==> config.mk <==
export PLATFORM = sky130hd
export DESIGN_NAME = seg_scan_decoder
export DESIGN_NICKNAME = d
export VERILOG_FILES = /design/src/rtl/seg_pkg.sv /design/src/rtl/seg7_decode.sv /design/src/rtl/seg_scan_decoder.sv
export SDC_FILE = /design/constraint.sdc
export NUM_CORES = 1
export LEC_CHECK = 0
export ABC_AREA = 1
export CELL_PAD_IN_SITES_DETAIL_PLACEMENT = 0
export CELL_PAD_IN_SITES_GLOBAL_PLACEMENT = 2
export CORE_MARGIN = 2
export CORE_UTILIZATION = 37
export CTS_CLUSTER_SIZE = 10
export DETAILED_ROUTE_END_ITERATION = 8
export PLACE_DENSITY_LB_ADDON = 0.1
export SLEW_MARGIN = 0
export SYNTH_ARGS = -nofsm -noshare
export SYNTH_HDL_FRONTEND = slang
export SYNTH_HIERARCHICAL = 1
export SYNTH_SLANG_ARGS = --single-unit
==> constraint.sdc <==
create_clock -name clk -period 5.1 [get_ports clk]
set_input_delay 0.51 -clock clk [delete_from_list [all_inputs] [get_ports clk]]
set_output_delay 0.51 -clock clk [all_outputs]
set_load 0.05 [all_outputs]
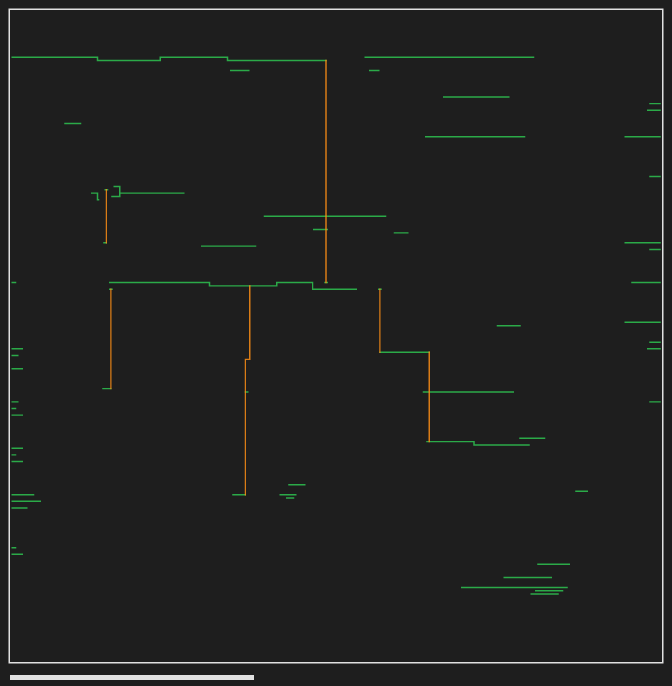
(metal layers overlaid)
Bar = 50 µm. Only two layers are drawn.
[green] met3 | wire length: 456 µm
[orange] met4 | wire length: 152 µm
Via Count: 5137
post-DR wirelength/cell: 12.4 µm
total wire length: 13500 µm
Global Route Usage Sum: 16.2%

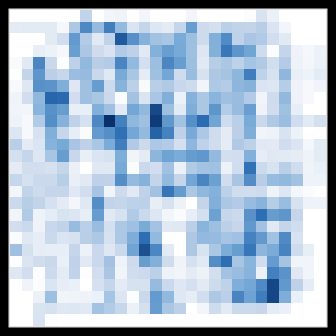
(wiring heat map)
27 x 27 tiles, from white (low) to dark blue (high), scaled to the fullest tile. Values are wire area over tile area, all layers added.
mean over tiles: 0.12
fullest tile: 0.46
tiles over half the peak: 13%
densest ninth of the die: centre
emptiest ninth of the die: south-west

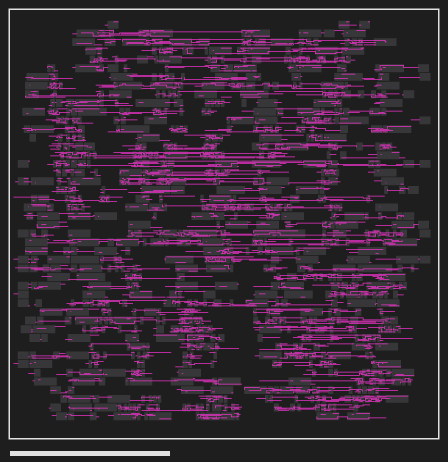
(metal 1)
Bar = 50 µm. Cells faint in the background.
nets with wire on the layer: 832
main direction: horizontal
wire length on this layer: 6780 µm
share of all routed wire: 50%
routing usage on met1: 21.4%

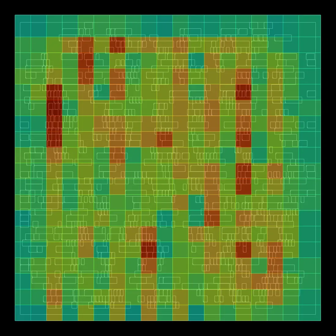
(routing congestion)
GRT busiest layer: met2
Final Core Density: 44.5%
GR Util met2: 25.8%
met3 Use GR: 3.63%

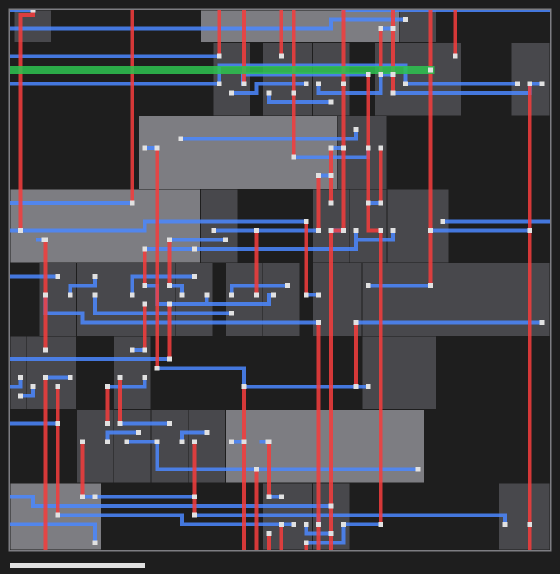
(layout detail)
Bar = 5 µm. Region (90, 90) to (110, 110) µm. Cells in grey, sequential cells in the stronger grey; small squares are vias.
[green] met3
[blue] met1
[red] met2
sequential cells in the window: 3
most frequent: nand2_1 (9), nand3_1 (4)
cells with their middle in the window: 30

==> flow_metrics.py <==
# Auto-generated metrics
metrics = {
    "status": {
        "outcome": "complete, no violations",
    },
    "final_timing": {
        "finalCritPeriodShare_pct": 45.1,
        "setup_ws_ns": 2.80,
        "rsz0062_at_grt": "false",
        "fin_setup_tns_ns": 0,
        "setup_viol": 0,
        "worst_pin_slew_ns": 0.777,
        "period_minus_slack_ns": 2.30,
        "clock.fmax_ghz": 0.435,
        "hold_viol": 0,
        "drv_slew": 0,
        "finClkSkew_ns": 0.00730,
        "relSlewSlack_pct": 48.2,
    },
    "final_layout": {
        "antennaDiodeCount": 0,
        "drive_above_1_share_pct": 13.5,
        "syn2layout_area_growth_pct": 18.0,
        "largest_reg_flops": 21,
        "layout_top_cells": "nand2_1, dfxtp_1, inv_1, nor2_1, nand3_1",
        "nNetsFinal": 892,
        "final_common_cell": "nand2_1",
    },
    "clocking": {
        "clkLatencyLatePin_ns": 0.41,
        "cts_tree": "done",
        "h-tree-depth": 4,
        "cts_resized": 0,
        "numCtsBuffers": 17,
        "cts_root_buf": "clkbuf_16",
        "cts.sinks": 139,
        "clkTransAtPathRegs_ns": 0.06,
        "hold_buffers": 0,
        "post_cts.repair.setup_buffers": 0,
        "clock_path_buffers": 2,
    },
    "global_route": {
        "grt-ovfl-total": 0,
        "antenna_found_initial": 0,
        "grt_pass1_wl_um": 23300,
        "grt_pass1_vias": 4914,
        "grt_max_degree": 73,
    },
    "synth": {
        "synth-main-ff-cell": "dfxtp_1",
        "syn_inst": 820,
        "async_flop_share_pct": 0,
        "synth_seq_share_pct": 44.6,
        "syn-cell-area_um2": 6230,
        "syn_avg_cell_area_um2": 7.60,
        "synth_cell_type_count": 39,
        "syn_nets": 854,
        "ys_warn_count": 6,
        "ys.flops": 139,
        "ys_cells": 820,
        "ys_chip_area_um2": 6230,
        "enable_flop_cells": 0,
    },
    "floorplan": {
        "row_count": 47,
        "initCoreUtil_pct": 37.7,
        "die_height_um": 134,
        "core_um2": 16500,
        "die_x_um": 134,
        "chip_area_um2": 17900,
        "ios": 41,
    },
    "worst_setup_path": {
        "arrival_ns": 2.56,
        "critPathLaunchType": "register",
        "timing.reg2reg.setup_slack_ns": 2.80,
        "endpoint_kind": "register",
        "crit_fanout": 22,
        "crit_required_ns": 5.36,
        "rr_worst_depth": 9,
        "crit_type": "register to register",
    },
    "routing": {
        "highest_layer": "met4",
        "drc_errors": 0,
        "drt_first_iter_violations": 302,
        "ant_nets": 0,
        "wl_met1_um": 6780,
        "dr_wl_met2_um": 6120,
        "viasPerCell": 4.71,
        "firstDrtPassIters": 4,
        "route.met3.wl_um": 455,
    },
    "place": {
        "portBuffers": 40,
        "place_hpwl_um": 9580,
        "pre_cts_slack_ns": 2.62,
        "place_congestion": 0.816,
    },
    "power": {
        "cellPowerDensity_nw_per_um2": 375,
        "p_leak_nw": 3.37,
        "power_mw": 2.76,
        "irDropWorstVdd_v": 0.000256,
    },
    "flow_run": {
        "warnings": 35,
        "cap_violations": 0,
    },
    "min_path": {
        "hp-class": "register to register",
        "hold_depth": 1,
    },
}
[report_power, final]
group	internal (mW)	total, mW	switching, mW
registers	1.13	1.16	0.0355
logic	0.144	0.401	0.257
clock network	0.719	1.20	0.477
total	1.99	2.76	0.770
[layout make-up]
class | instances | area, µm²
tap | 220 | 275
clock buffer | 18 | 429
fill | 1651 | 9170
sequential | 139 | 2780
inverter | 84 | 315
clock inverter | 14 | 150
multi-input combinational | 574 | 2990
timing repair buffer | 42 | 415
[layer usage]
layer | global-route usage, % | up-vias
li1 | - | 2702
met1 | 21.4 | 2327
met2 | 25.8 | 95
met5 | 0 | -
met3 | 3.63 | 13
met4 | 6.38 | 0
[metrics by stage]
| stage | instance area [µm²] | hold slack [ns] | cells | util [%] |
|---|---|---|---|---|
| final | 7350 | 0.408 | 1091 | 44.5 |
| after global routing | 7350 | 0.420 | 1091 | 44.5 |
| after CTS | 7350 | 0.410 | 1091 | 44.5 |
| after detailed placement | 6780 | 0.395 | 1059 | 41.0 |
| after global placement | 6780 | 0.392 | 1059 | 41.0 |
| after floorplan | 6230 | 0.389 | 820 | - |
[cells by family (layout without fill, tap and decap cells)]
kind of cell,count (synthesis),in the layout,share of synthesized area (%)
simple gates,447,447,34.1
xor+xnor,22,22,3.09
flops,139,139,44.6
fa+ha+maj,16,16,3.33
buf+inv,107,158,7.45
compound gates,89,89,7.43
[synth_stat cells (3+ instances only)]
| master | count | area, µm² |
|---|---|---|
| xnor2_1 | 4 | 35.0 |
| o21ai_0 | 38 | 190 |
| buf_6 | 6 | 67.6 |
| inv_1 | 76 | 285 |
| dfxtp_1 | 139 | 2780 |
| nor2_4 | 3 | 33.8 |
| clkbuf_1 | 13 | 48.8 |
| nor2_2 | 17 | 106 |
| xor2_1 | 18 | 158 |
| a211oi_1 | 3 | 22.5 |
| a21oi_1 | 38 | 190 |
| inv_2 | 7 | 26.3 |
| o21ai_1 | 6 | 30.0 |
| nand2_2 | 13 | 81.3 |
| nor2_1 | 76 | 285 |
| nand3_2 | 4 | 40.0 |
| ha_1 | 15 | 188 |
| nor3_1 | 8 | 40.0 |
| nand3_1 | 60 | 300 |
| nand2_1 | 194 | 728 |
| nor3_2 | 3 | 30.0 |
| or2_2 | 34 | 213 |
| nand4_1 | 24 | 150 |
[critical path, cell delays in order, from the launching register on]
cell and delay, ns:
dfxtp_1 0.37, xor2_1 0.18, nor2_1 0.16, nand2_1 0.09, nor2_2 0.12, nand3_4 0.25
nand2_2 0.46, inv_2 0.29, nand2_1 0.13, nand3_1 0.08
No activity file was given, so power comes from the tool's default toggle rates.
